--- src/rtl/rx_fifo_p_pkg.sv ---
// rtl/rx_fifo_p_pkg.sv - shared flit type and depth legality check for the receive link stage
`ifndef SIZE
`define SIZE 8
`endif

package rx_fifo_p_pkg;

    typedef logic [`SIZE-1:0] flit_t;

    function automatic bit depth_ok(input int depth);
        return (depth >= 2) && ((depth & (depth - 1)) == 0);
    endfunction

endpackage

--- src/rtl/fifo_sync.sv ---
// rtl/fifo_sync.sv - single-clock FIFO, registered write, combinational head read
module fifo_sync
    import rx_fifo_p_pkg::*;
#(
    parameter int DEPTH = 4,
    parameter int WIDTH = 8
) (
    input  logic                     clk,
    input  logic                     rst_n,
    input  logic                     wr_en,
    input  logic [WIDTH-1:0]         wr_data,
    input  logic                     rd_en,
    output logic [WIDTH-1:0]         rd_data,
    output logic [$clog2(DEPTH):0]   count,
    output logic                     full,
    output logic                     empty
);
    localparam int AW = $clog2(DEPTH);

    if (!depth_ok(DEPTH)) begin : g_bad_depth
        $error("fifo_sync: DEPTH must be a power of two and at least 2");
    end

    logic [WIDTH-1:0] r_mem [DEPTH];
    logic [AW-1:0]    r_wp;
    logic [AW-1:0]    r_rp;
    logic [AW:0]      r_count;
    logic             w_wr;
    logic             w_rd;

    assign w_wr    = wr_en && !full;
    assign w_rd    = rd_en && !empty;
    assign full    = (r_count == (AW+1)'(DEPTH));
    assign empty   = (r_count == '0);
    assign count   = r_count;
    assign rd_data = r_mem[r_rp];

    // Storage is deliberately left out of reset; occupancy alone says what is valid.
    always_ff @(posedge clk) begin
        if (w_wr) begin
            r_mem[r_wp] <= wr_data;
        end
    end

    always_ff @(posedge clk or negedge rst_n) begin
        if (!rst_n) begin
            r_wp    <= '0;
            r_rp    <= '0;
            r_count <= '0;
        end else begin
            if (w_wr) begin
                r_wp <= r_wp + 1'b1;
            end
            if (w_rd) begin
                r_rp <= r_rp + 1'b1;
            end
            case ({w_wr, w_rd})
                2'b10:   r_count <= r_count + 1'b1;
                2'b01:   r_count <= r_count - 1'b1;
                default: r_count <= r_count;
            endcase
        end
    end

endmodule

--- src/rtl/rx_fifo_p.sv ---
// rtl/rx_fifo_p.sv - receive link stage: two-phase in, FIFO, two-phase out to local router
module rx_fifo_p
    import rx_fifo_p_pkg::*;
#(
    parameter int    routerid = -1,
    parameter string port     = "unknown",
    parameter int    DEPTH    = 4
) (
    input  logic                   clk,
    input  logic                   reset,
    input  logic                   req1,
    input  flit_t                  data1,
    output logic                   ack1,
    output logic                   req2,
    output flit_t                  data2,
    input  logic                   ack2,
    output logic [$clog2(DEPTH):0] count
);
    if (routerid < -1) begin : g_bad_id
        $error("rx_fifo_p: routerid below -1");
    end
    if (port == "") begin : g_bad_port
        $error("rx_fifo_p: empty port label");
    end

    flit_t w_head;
    logic  w_full;
    logic  w_empty;
    logic  w_wr;
    logic  w_issue;
    logic  w_complete;

    logic  r_ack1;
    logic  r_req2;
    logic  r_busy;
    flit_t r_data2;

    assign w_wr       = (req1 != r_ack1) && !w_full;
    assign w_issue    = !r_busy && !w_empty && (r_req2 == ack2);
    // Head entry is held in the FIFO until the router acks, so count covers the in-flight flit.
    assign w_complete = r_busy && (r_req2 == ack2);

    fifo_sync #(
        .DEPTH (DEPTH),
        .WIDTH ($bits(flit_t))
    ) u_fifo (
        .clk     (clk),
        .rst_n   (reset),
        .wr_en   (w_wr),
        .wr_data (data1),
        .rd_en   (w_complete),
        .rd_data (w_head),
        .count   (count),
        .full    (w_full),
        .empty   (w_empty)
    );

    always_ff @(posedge clk or negedge reset) begin
        if (!reset) begin
            r_ack1  <= 1'b0;
            r_req2  <= 1'b0;
            r_busy  <= 1'b0;
            r_data2 <= '0;
        end else begin
            if (w_wr) begin
                r_ack1 <= ~r_ack1;
            end
            if (w_issue) begin
                r_data2 <= w_head;
                r_req2  <= ~r_req2;
                r_busy  <= 1'b1;
            end else if (w_complete) begin
                r_busy <= 1'b0;
            end
        end
    end

    assign ack1  = r_ack1;
    assign req2  = r_req2;
    assign data2 = r_data2;

endmodule

--- config.mk ---
export PLATFORM = sky130hd
export DESIGN_NAME = rx_fifo_p
export DESIGN_NICKNAME = d
export VERILOG_FILES = /design/src/rtl/rx_fifo_p_pkg.sv /design/src/rtl/fifo_sync.sv /design/src/rtl/rx_fifo_p.sv
export SDC_FILE = /design/constraint.sdc
export NUM_CORES = 1
export LEC_CHECK = 0
export CORE_AREA = 2 2 84 86
export DETAILED_ROUTE_END_ITERATION = 10
export DIE_AREA = 0 0 86 88
export PLACE_DENSITY = 0.5
export SYNTH_ARGS = -nofsm -noshare
export SYNTH_HDL_FRONTEND = slang
export SYNTH_SLANG_ARGS = --single-unit
--- constraint.sdc ---
create_clock -name clk -period 2.07 [get_ports clk]
set_input_delay 0.5175 -clock clk [delete_from_list [all_inputs] [get_ports clk]]
set_output_delay 0.5175 -clock clk [all_outputs]
set_load 0.03 [all_outputs]
Figure 1. Cell placement.
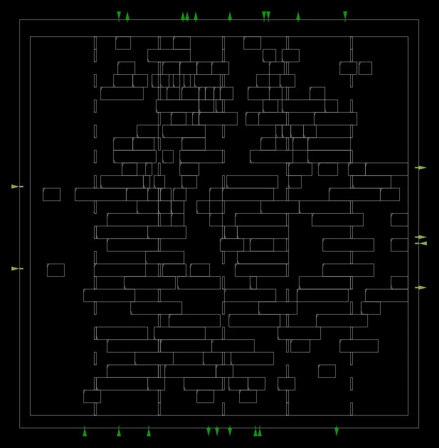
FP Rows: 30
core area: 6640 µm²

Figure 2. Wires at chosen ports, followed through buffers.
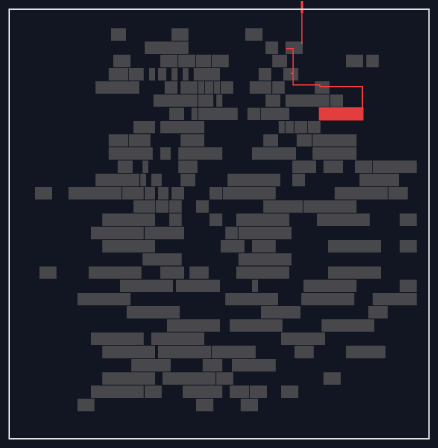
[red] req2 | bits: 1 | direction: output | end cells: 1 | wire: 35.3 µm
I/O Pins: 25
# port buffers: 24

Figure 3. Placement by cell class.
Fill, decap, tap and diode cells in grey.
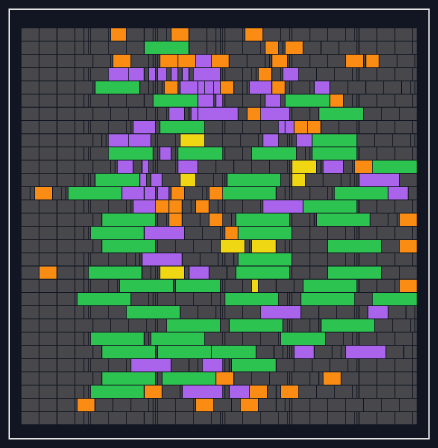
[yellow] clock drivers and dummy loads | cells: 8
[green] registers | cells: 50
[purple] remaining logic cells | cells: 54
[orange] remaining buffers and delay cells | cells: 42
final cell area excluding filler cells: 2560 µm²
Seq/total area: 55.2%

==> results.py <==
# Generated from Yosys and OpenROAD reports
metrics = {
    "run_status": {
        "status": "complete, no violations",
    },
    "route": {
        "drt-initial-drc-count": 33,
        "vias": 1007,
        "drc": 0,
        "dr_wl_met3_um": 103,
    },
    "layout": {
        "final_util_pct": 38.5,
        "comb_cells": 48,
        "areaGrowthSynthToFinish_pct": 28.1,
    },
    "placement": {
        "place_area_um2": 2460,
        "place.gp.congestion": 0.676,
    },
    "setup_path": {
        "reg2reg_slack_ns": 0.13,
        "crit_type": "input port to register",
        "cp.buffers_inverters": 2,
        "worstPathArrival_ns": 2.20,
        "path_common_cell": "xor2_1",
        "critPathCapture": "u_fifo.count[2]",
        "path_depth": 9,
        "endpoint_kind": "register",
    },
    "clocking": {
        "clkTransAtPathRegs_ns": 0.09,
    },
    "job": {
        "maxCapViolCount": 0,
    },
    "power_and_ir_drop": {
        "p_clk_share_pct": 14.0,
    },
    "hold_path": {
        "hp-class": "register to register",
    },
    "final_timing": {
        "fmax_mhz": 505,
        "tightest_slew_ns": 0.470,
        "min_period_ns": 1.98,
    },
    "synth": {
        "synth_cells": 106,
    },
}
Figure 4. Met3 routing.
Bar = 20 µm.
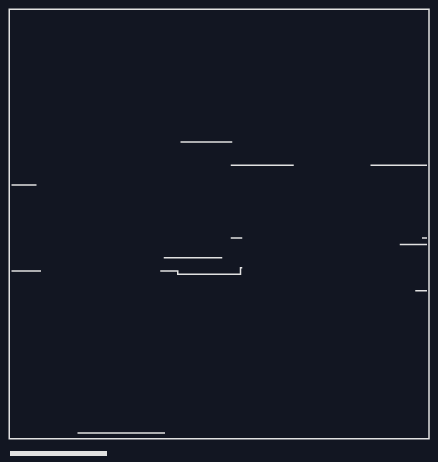
longest straight run: 17.7 µm
nets with wire on the layer: 8
main direction: horizontal
wire length on this layer: 103 µm

Figure 5. Signal wires on met2.
Cells faint in the background.
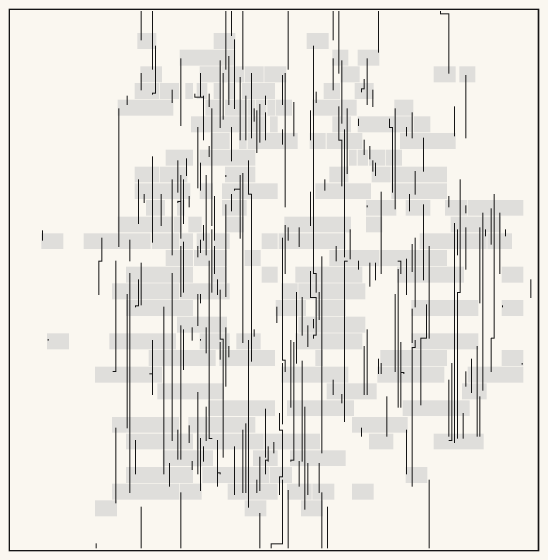
share of all routed wire: 55%
main direction: vertical

